==> src/rtl/seg_scan_divider.sv <==
// Refresh-tick divider and active-low digit scanner for the multiplexed 7-segment path.
// Optional anode blanking after each digit change is built when SEG_BLANK_EN is defined.
module seg_scan_divider #(
  parameter int CNT_W       = 32,
  parameter int DIV_DEFAULT = 100000,
  parameter int NUM_DIGITS  = 4,
  parameter int DIG_W       = 2,
  parameter int BLANK_CYC   = 16
) (
  input  logic                  clk_in,
  input  logic                  reset,
  input  logic                  en,
  input  logic [CNT_W-1:0]      div_in,
  input  logic                  div_load,
  output logic                  div_pending,
  output logic [CNT_W-1:0]      div_cur,
  output logic                  tick,
  output logic                  clk_out,
  output logic [DIG_W-1:0]      digit_idx,
  output logic [NUM_DIGITS-1:0] anode,
  output logic                  blank
);

  logic [CNT_W-1:0]      cnt_q, cnt_d;
  logic [CNT_W-1:0]      div_cur_q, div_cur_d;
  logic [CNT_W-1:0]      shadow_q, shadow_d;
  logic                  pend_q, pend_d;
  logic                  tick_q, tick_d;
  logic                  clk_out_q, clk_out_d;
  logic [DIG_W-1:0]      dig_q, dig_d;
  logic [NUM_DIGITS-1:0] anode_q, anode_d;

  logic [CNT_W-1:0] div_clamp;
  logic [DIG_W-1:0] dig_nxt;
  logic             wrap;

  function automatic logic [NUM_DIGITS-1:0] sel_low(input logic [DIG_W-1:0] idx);
    return ~(NUM_DIGITS'(1) << idx);
  endfunction

  assign div_clamp = (div_in == '0) ? CNT_W'(1) : div_in;
  assign dig_nxt   = (dig_q == DIG_W'(NUM_DIGITS - 1)) ? '0 : dig_q + 1'b1;
  // >= rather than == so a divisor applied below the held count wraps at once
  assign wrap      = en && (cnt_q >= div_cur_q);

`ifdef SEG_BLANK_EN
  logic             blank_q, blank_d;
  logic [CNT_W-1:0] bcnt_q, bcnt_d;
  assign blank = blank_q;
`else
  assign blank = 1'b0;
`endif

  always_comb begin
    cnt_d     = cnt_q;
    div_cur_d = div_cur_q;
    shadow_d  = shadow_q;
    pend_d    = pend_q;
    tick_d    = 1'b0;
    clk_out_d = clk_out_q;
    dig_d     = dig_q;
    anode_d   = anode_q;
`ifdef SEG_BLANK_EN
    blank_d   = blank_q;
    bcnt_d    = bcnt_q;
`endif
    if (wrap) begin
      cnt_d     = '0;
      tick_d    = 1'b1;
      clk_out_d = ~clk_out_q;
      dig_d     = dig_nxt;
`ifdef SEG_BLANK_EN
      anode_d   = '1;
      blank_d   = 1'b1;
      bcnt_d    = CNT_W'(BLANK_CYC - 1);
`else
      anode_d   = sel_low(dig_nxt);
`endif
      if (div_load) begin
        div_cur_d = div_clamp;
        shadow_d  = div_clamp;
        pend_d    = 1'b0;
      end else if (pend_q) begin
        div_cur_d = shadow_q;
        pend_d    = 1'b0;
      end
    end else begin
      if (en) begin
        cnt_d = cnt_q + 1'b1;
`ifdef SEG_BLANK_EN
        if (blank_q) begin
          if (bcnt_q == '0) begin
            blank_d = 1'b0;
            anode_d = sel_low(dig_q);
          end else begin
            bcnt_d = bcnt_q - 1'b1;
          end
        end
`endif
      end else if (pend_q) begin
        // idle display: no period to protect, so apply the shadow straight away
        div_cur_d = shadow_q;
        pend_d    = 1'b0;
      end
      if (div_load) begin
        shadow_d = div_clamp;
        pend_d   = 1'b1;
      end
    end
  end

  always_ff @(posedge clk_in) begin
    if (!reset) begin
      cnt_q     <= '0;
      div_cur_q <= CNT_W'(DIV_DEFAULT);
      shadow_q  <= CNT_W'(DIV_DEFAULT);
      pend_q    <= 1'b0;
      tick_q    <= 1'b0;
      clk_out_q <= 1'b0;
      dig_q     <= '0;
      anode_q   <= ~NUM_DIGITS'(1);
`ifdef SEG_BLANK_EN
      blank_q   <= 1'b0;
      bcnt_q    <= '0;
`endif
    end else begin
      cnt_q     <= cnt_d;
      div_cur_q <= div_cur_d;
      shadow_q  <= shadow_d;
      pend_q    <= pend_d;
      tick_q    <= tick_d;
      clk_out_q <= clk_out_d;
      dig_q     <= dig_d;
      anode_q   <= anode_d;
`ifdef SEG_BLANK_EN
      blank_q   <= blank_d;
      bcnt_q    <= bcnt_d;
`endif
    end
  end

  assign div_pending = pend_q;
  assign div_cur     = div_cur_q;
  assign tick        = tick_q;
  assign clk_out     = clk_out_q;
  assign digit_idx   = dig_q;
  assign anode       = anode_q;

endmodule

==> config.mk <==
export PLATFORM = sky130hd
export DESIGN_NAME = seg_scan_divider
export DESIGN_NICKNAME = d
export VERILOG_FILES = /design/src/rtl/seg_scan_divider.sv
export SDC_FILE = /design/constraint.sdc
export NUM_CORES = 1
export LEC_CHECK = 0
export CORE_ASPECT_RATIO = 1.1
export CORE_MARGIN = 2
export CORE_UTILIZATION = 47
export DETAILED_ROUTE_END_ITERATION = 8
export PLACE_DENSITY = 0.73
export RECOVER_POWER = 100
export SLEW_MARGIN = 40
export SYNTH_ARGS = -nofsm -noshare
export SYNTH_HDL_FRONTEND = slang
export SYNTH_SLANG_ARGS = --single-unit
==> constraint.sdc <==
create_clock -name clk_in -period 3.38 [get_ports clk_in]
set_clock_uncertainty 0.05 [all_clocks]
set_input_delay 0.507 -clock clk_in [delete_from_list [all_inputs] [get_ports clk_in]]
set_output_delay 0.507 -clock clk_in [all_outputs]
set_load 0.05 [all_outputs]
Figure 1. Congestion heat map.
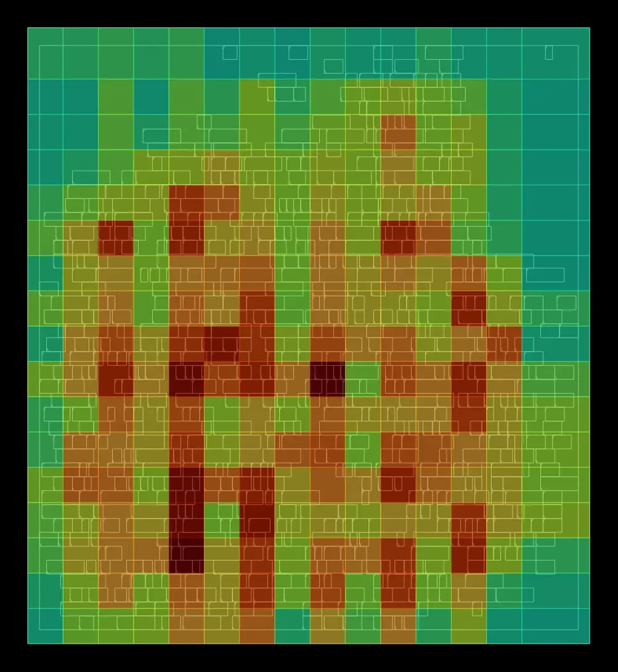
All-Layer GR Usage: 0.2575
met3 usage: 0.03989
WL per Instance: 18.76 um
busiest grt layer: met2
utilization after layout: 0.5764

Figure 2. Wiring by layer.
Scale: 3 px per um. Only two layers are drawn.
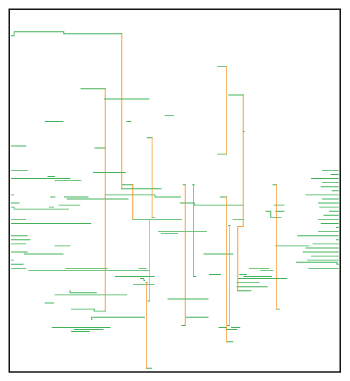
Key: green = metal 3 [wire length 881 um]; orange = metal 4 [wire length 517 um]

==> results.toml <==
# yosys + openroad results
[detailed_routing]
drt_first_iter_violations = 255
firstDrtPassIters = 5

[place]
postPlaceCellArea_um2 = 6643

[pwr]
p_clk_w = 0.00111
p_seq_frac = 0.455
comb_cell_power_w = 0.000476
power.total_w = 0.002917
p_switching_w = 0.0008003

[final_layout]
flops = 105
largest_class = "multi-input combinational cells"
final_cell_mix = "dfxtp_1, nand2_1, dlygate4sd3_1"
sh_seq_area = 0.3032
fin_cells = 875
inv_count = 35
antennaDiodeCount = 0
nets = 789
fillers = 1068
comb_share = 0.4841
drive_gt1_frac = 0.05132

[cts]
clock.latency.late_pin_ns = 0.36
root_buffer = "clkbuf_16"
clkTransAtPathRegs_ns = 0.07
cts-htree-levels = 3

[worst_setup_path]
cp_max_fo = 31
crit_start = "cnt_q[0]"
critPathKind = "flop to flop"
r2r_start = "cnt_q[0]"
start_kind = "flop"

[yosys]
yosysWarnings = 0
synthFlopType = "dfxtp_1"
synthAoiAreaFrac = 0.1691
postSynthSeqShare = 0.3628
top_area_cell = "dfxtp_1"
edf_count = 0
synth_stat.cells = 666
syn_area_um2 = 5794
synthCells = 666

[sta]
tightestPinTransition_ns = 1.239
hold_viol_final = 0
period_needed_ns = 3.095
fmax_mhz = 323.2

[run_status]
status = "complete, no violations"

[floorplan]
die_h_um = 120.5
chipArea_um2 = 13230
io_pins = 78
fp_util = 0.4815

[worst_hold_path]
min_to = "clk_out"
whs_path_depth = 2

[global_route]
met1_usage = 0.3189
Figure 3. The metal 1 layer.
Scale: 3 px per um. Supply wires on this layer in gray.
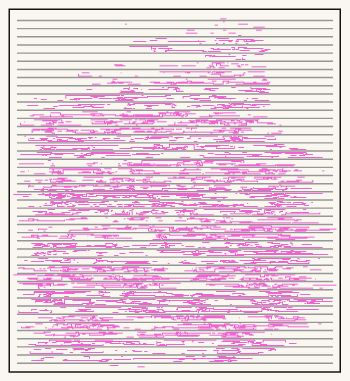
The longest straight run is 39.6 um. 721 nets have wire on it. The wires run mostly horizontal. The layer carries 6840 um of wire.

Figure 4. Close-up of the layout.
Region (40, 69) to (70, 99) um. Cells in gray, sequential cells in the stronger gray; small squares are vias.
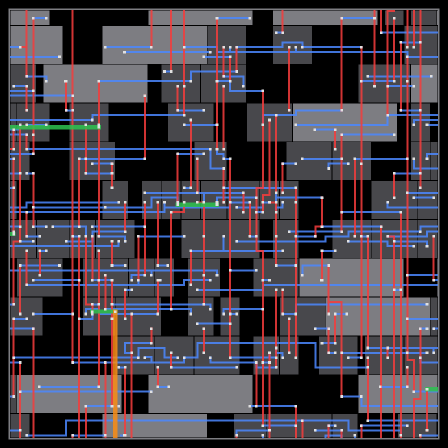
Key: red = metal 2; green = metal 3; blue = metal 1; orange = metal 4
Sequential cells in the window: 10. 70 logic cells have their middle in the window. Netlist names of flops here include `cnt_q` (10). Most frequent: nor3b_1 (13), dfxtp_1 (10), xor2_1 (8).

routing by layer:
layer  wire length (um)  share of wire  vias to the layer above
met2               8175           0.50                      174
met4                516          0.031                        0
met1               6841           0.42                     2522
li1                   -              -                     2513
met3                880          0.054                       31
met5                  0              0                        -
worst max-delay path, cell delays in order (launching register included):
cell	delay, ns
dfxtp_1	0.42
inv_1	0.08
ha_1	0.27
nand2b_1	0.14
a2111oi_1	0.49
nor4_1	0.22
o31ai_2	0.70
nand2_1	0.10
buf_4	0.29
a41oi_1	0.24
state kept, by name, summed over array words and instances (netlist names):
name	count
cnt_q	32
anode	4
div_cur	32
tick	1
digit_idx	2
shadow_q	32
div_pending	1
clk_out	1
